**Routing congestion map**

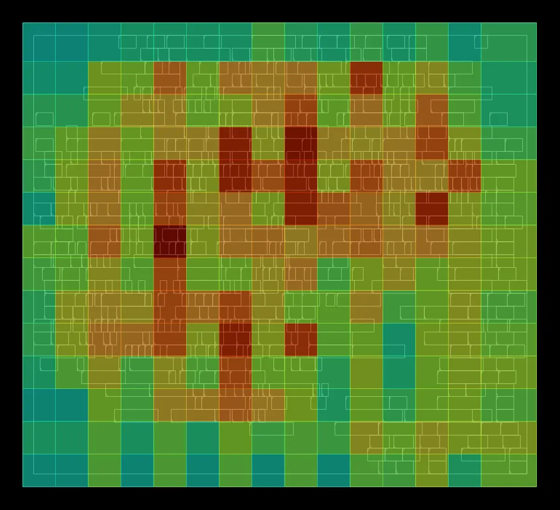
**Placement by cell class**

Drawn at 3 px/µm.
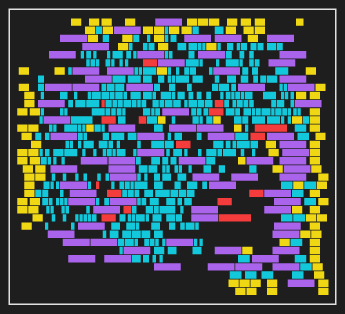
**Sizing map**

Drawn at 3 px/µm.
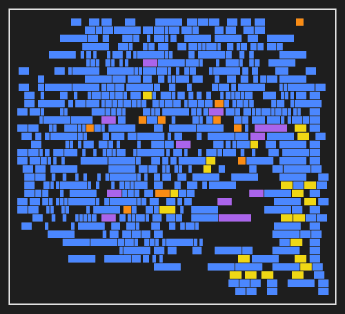
**M1 wires**

Drawn at 4 px/µm.
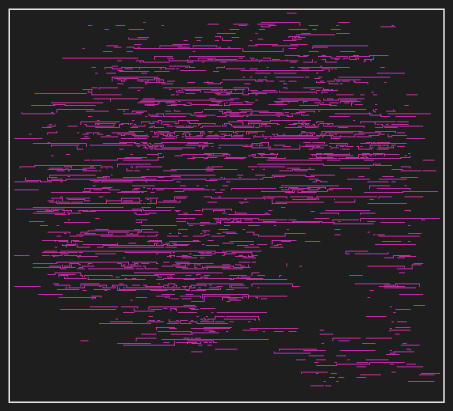
**Layout detail**

Window x 15 to 40, y 61 to 86 µm. Cells in grey, sequential cells in the stronger grey; small squares are vias.
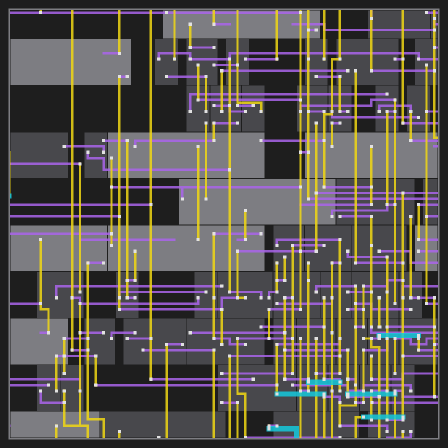
$ cat config.mk
export PLATFORM = sky130hd
export DESIGN_NAME = cfg_stream_reader_flat
export DESIGN_NICKNAME = d
export VERILOG_FILES = /design/src/rtl/cfg_stream_reader_if.sv /design/src/rtl/cfg_stream_reader.sv /design/src/flat_wrapper.sv
export SDC_FILE = /design/constraint.sdc
export NUM_CORES = 1
export LEC_CHECK = 0
export CORE_ASPECT_RATIO = 0.9
export CORE_MARGIN = 2
export CORE_UTILIZATION = 45
export CTS_CLUSTER_DIAMETER = 100
export CTS_CLUSTER_SIZE = 10
export DETAILED_ROUTE_END_ITERATION = 6
export PLACE_DENSITY = 0.82
export SYNTH_ARGS = -nofsm -noshare
export SYNTH_HDL_FRONTEND = slang
export SYNTH_SLANG_ARGS = --single-unit
$ cat constraint.sdc
create_clock -name clk -period 4 [get_ports clk]
set_input_delay 1.2 -clock clk [delete_from_list [all_inputs] [get_ports clk]]
set_output_delay 1.2 -clock clk [all_outputs]
set_load 0.005 [all_outputs]
$ cat src/rtl/cfg_stream_reader_if.sv
// Descriptor, memory-read and output-stream signals of cfg_stream_reader.
// The master modport is the reader itself. The slave modport is the surrounding environment.
interface cfg_stream_reader_if #(
    parameter int DWIDTH = 16,
    parameter int AWIDTH = 16,
    parameter int LWIDTH = 12
);
    logic              cfg_valid;
    logic              cfg_busy;
    logic [AWIDTH-1:0] cfg_base_addr;
    logic [LWIDTH-1:0] cfg_length;
    logic [AWIDTH-1:0] cfg_stride;

    logic              mem_rreq;
    logic [AWIDTH-1:0] mem_addr;
    logic [DWIDTH-1:0] mem_rdata;

    logic              dout_valid;
    logic [DWIDTH-1:0] dout_data;
    logic              dout_last;
    logic              done;

    modport master (
        input  cfg_valid, cfg_base_addr, cfg_length, cfg_stride, mem_rdata,
        output cfg_busy, mem_rreq, mem_addr, dout_valid, dout_data, dout_last, done
    );

    modport slave (
        output cfg_valid, cfg_base_addr, cfg_length, cfg_stride, mem_rdata,
        input  cfg_busy, mem_rreq, mem_addr, dout_valid, dout_data, dout_last, done
    );
endinterface

$ cat src/rtl/cfg_stream_reader.sv
// Takes one transfer descriptor (base, length, stride) and reads that many strided words from memory.
// The words are replayed as a valid/data stream with a two-cycle request-to-output latency.
module cfg_stream_reader #(
    parameter int DWIDTH = 16,
    parameter int AWIDTH = 16,
    parameter int LWIDTH = 12
) (
    input  logic                 clk,
    input  logic                 rst_n,
    cfg_stream_reader_if.master  bus
);

    typedef enum logic [1:0] {
        IDLE,
        READ,
        DRAIN,
        FINISH
    } state_t;

    state_t            state;
    state_t            state_next;

    logic [AWIDTH-1:0] addr_q;
    logic [AWIDTH-1:0] stride_q;
    logic [LWIDTH-1:0] len_q;
    logic [LWIDTH-1:0] cnt_q;

    logic              rd_pending;
    logic              rd_last;
    logic              dout_valid_q;
    logic              dout_last_q;
    logic [DWIDTH-1:0] dout_data_q;

    logic              busy;
    logic              accept;
    logic              rreq;
    logic              last_req;

    // The done cycle already counts as not busy, so a waiting descriptor is taken on the edge that ends it.
    assign busy     = (state == READ) || (state == DRAIN);
    assign accept   = bus.cfg_valid && !busy;
    assign rreq     = (state == READ);
    assign last_req = rreq && (cnt_q == (len_q - LWIDTH'(1)));

    always_ff @(posedge clk or negedge rst_n) begin
        if (!rst_n) begin
            state <= IDLE;
        end else begin
            state <= state_next;
        end
    end

    // A zero-length descriptor still spends one busy cycle in DRAIN before signalling done.
    always_comb begin
        state_next = state;
        case (state)
            IDLE, FINISH: begin
                if (accept) begin
                    state_next = (bus.cfg_length == '0) ? DRAIN : READ;
                end else begin
                    state_next = IDLE;
                end
            end
            READ: begin
                if (last_req) begin
                    state_next = DRAIN;
                end
            end
            DRAIN: begin
                if (dout_last_q || (len_q == '0)) begin
                    state_next = FINISH;
                end
            end
            default: state_next = IDLE;
        endcase
    end

    always_ff @(posedge clk or negedge rst_n) begin
        if (!rst_n) begin
            addr_q       <= '0;
            stride_q     <= '0;
            len_q        <= '0;
            cnt_q        <= '0;
            rd_pending   <= 1'b0;
            rd_last      <= 1'b0;
            dout_valid_q <= 1'b0;
            dout_last_q  <= 1'b0;
            dout_data_q  <= '0;
        end else begin
            if (accept) begin
                addr_q   <= bus.cfg_base_addr;
                stride_q <= bus.cfg_stride;
                len_q    <= bus.cfg_length;
                cnt_q    <= '0;
            end else if (rreq) begin
                addr_q <= addr_q + stride_q;
                cnt_q  <= cnt_q + LWIDTH'(1);
            end
            // Request tags follow the data: rd_* marks mem_rdata valid, dout_* marks the registered copy.
            rd_pending   <= rreq;
            rd_last      <= last_req;
            dout_valid_q <= rd_pending;
            dout_last_q  <= rd_last;
            if (rd_pending) begin
                dout_data_q <= bus.mem_rdata;
            end
        end
    end

    assign bus.cfg_busy   = busy;
    assign bus.mem_rreq   = rreq;
    assign bus.mem_addr   = rreq ? addr_q : '0;
    assign bus.dout_valid = dout_valid_q;
    assign bus.dout_data  = dout_data_q;
    assign bus.dout_last  = dout_last_q;
    assign bus.done       = (state == FINISH);

endmodule

$ cat src/flat_wrapper.sv
// flat-port wrapper written by rule: the top's interface ports become plain ports
module cfg_stream_reader_flat 
#(
    parameter int DWIDTH = 16,
    parameter int AWIDTH = 16,
    parameter int LWIDTH = 12
)
  (clk, rst_n, bus_cfg_valid, bus_cfg_base_addr, bus_cfg_length, bus_cfg_stride, bus_mem_rdata, bus_cfg_busy, bus_mem_rreq, bus_mem_addr, bus_dout_valid, bus_dout_data, bus_dout_last, bus_done);
  cfg_stream_reader_if #(.DWIDTH(DWIDTH), .AWIDTH(AWIDTH), .LWIDTH(LWIDTH)) bus_i ();
  input  logic clk;
  input  logic rst_n;
  input wire logic [$bits(bus_i.cfg_valid)-1:0] bus_cfg_valid;
  input wire logic [$bits(bus_i.cfg_base_addr)-1:0] bus_cfg_base_addr;
  input wire logic [$bits(bus_i.cfg_length)-1:0] bus_cfg_length;
  input wire logic [$bits(bus_i.cfg_stride)-1:0] bus_cfg_stride;
  input wire logic [$bits(bus_i.mem_rdata)-1:0] bus_mem_rdata;
  output wire logic [$bits(bus_i.cfg_busy)-1:0] bus_cfg_busy;
  output wire logic [$bits(bus_i.mem_rreq)-1:0] bus_mem_rreq;
  output wire logic [$bits(bus_i.mem_addr)-1:0] bus_mem_addr;
  output wire logic [$bits(bus_i.dout_valid)-1:0] bus_dout_valid;
  output wire logic [$bits(bus_i.dout_data)-1:0] bus_dout_data;
  output wire logic [$bits(bus_i.dout_last)-1:0] bus_dout_last;
  output wire logic [$bits(bus_i.done)-1:0] bus_done;
  assign bus_i.cfg_valid = bus_cfg_valid;
  assign bus_i.cfg_base_addr = bus_cfg_base_addr;
  assign bus_i.cfg_length = bus_cfg_length;
  assign bus_i.cfg_stride = bus_cfg_stride;
  assign bus_i.mem_rdata = bus_mem_rdata;
  assign bus_cfg_busy = bus_i.cfg_busy;
  assign bus_mem_rreq = bus_i.mem_rreq;
  assign bus_mem_addr = bus_i.mem_addr;
  assign bus_dout_valid = bus_i.dout_valid;
  assign bus_dout_data = bus_i.dout_data;
  assign bus_dout_last = bus_i.dout_last;
  assign bus_done = bus_i.done;
  cfg_stream_reader #(.DWIDTH(DWIDTH), .AWIDTH(AWIDTH), .LWIDTH(LWIDTH)) u_core (.clk(clk), .rst_n(rst_n), .bus(bus_i));
endmodule
==> flow_summary.yaml <==
# yosys + openroad results
run_status:
  status: "finished clean"
drt:
  drtAntennaViolNets: 0
  highest_layer: "met4"
hold_path:
  hold_start: "u_core.rd_last$_DFF_PN0_"
  hold_path_depth: 0
  min_to: "u_core.bus.dout_last$_DFF_PN0_"
pwr:
  largestPowerGroup: "combinational logic"
  peakVddDrop_mv: 0.404
  p_comb_mw: 2.52
  p_leak_nw: 2.58
final_timing:
  rsz0062_at_grt: "no"
  timing.slew.headroom: 0.354
  setup_viol: 0
  finalClockSkew_ns: 0.0105
clock_tree:
  cts_sinks: 78
  htree_num_levels: 3
  postCtsSetupRepairBufs: 0
yosys:
  synth-edff-count: 0
  mappedNetlistArea_mm2: 0.00441
  fa_ha_area_frac: 0.0613
  top_cell_area_share: 0.443
  top_cell: "nand2_1"
  ys_async_sr_fraction: 1.00
  yosys.area_share.simple: 0.225
global_routing:
  first_global_vias: 3824
setup_path:
  startpoint_type: "flip-flop"
  crit_top_cell: "inv_1"
  cp_num_cells: 6
  cp_max_fo: 16
  path_buffers: 4
  rr_endpoint: "u_core.state[0]$_DFFE_PN0P_"
  critPathLaunch: "u_core.state[1]$_DFFE_PN0P_"
  rr_worst_depth: 9
floorplan:
  pin_count: 100
layout:
  stdcell_count: 705
  clkCellAreaFrac: 0.0376
  fin_nets: 658
  n_antenna_cell: 0
  comb_area_share: 0.406
  areaGrowthSynthToFinish_pct: 29.9
flow_run:
  cap_violations: 0
placed_design:
  place_ws_ns: 1.02
## Picture notes: 'routing congestion map'
routed length per instance: 15.2 µm
grt peak-use layer: met2
Final Core Density: 0.595
M1 GR Usage: 0.290

## Picture notes: 'placement by cell class'
Cyan stands for combinational and other logic, cells 381, share of their area 43%. Yellow stands for remaining buffers and delay cells, cells 104, share of their area 18%. Red stands for clock drivers and dummy loads, cells 16, share of their area 3.9%. Purple stands for sequential cells, cells 78, share of their area 35%.
sequential cell area share: 0.341
Row Count: 34
fin area: 0.00572 mm²
core area: 0.00961 mm²

## Picture notes: 'sizing map'
Blue stands for _0 and _1 cells, cells 536. Yellow stands for _2 cells, cells 22. Orange stands for _3 and _4 cells, cells 10. Purple stands for _6 and larger, cells 11.
Final WS setup: 0.865 ns
layout buffer count excluding clock buffers: 104

## Picture notes: 'M1 wires'
The layer holds 45% of the routed length. The layer carries 4,820 µm of wire. The longest straight run is 38.6 µm.
DR vias: 3,834
wirelength, routed: 10,700 µm

## Picture notes: 'layout detail'
Purple stands for metal 1. Yellow stands for metal 2. Cyan stands for metal 3.
Netlist names of flops here include u_core.addr_q (4), u_core.stride_q (4). 54 logic cells have their middle in the window. Sequential cells in the window: 8. Most frequent: nand2_1 (12), dfrtp_1 (8).

No activity file was given, so power comes from the tool's default toggle rates.
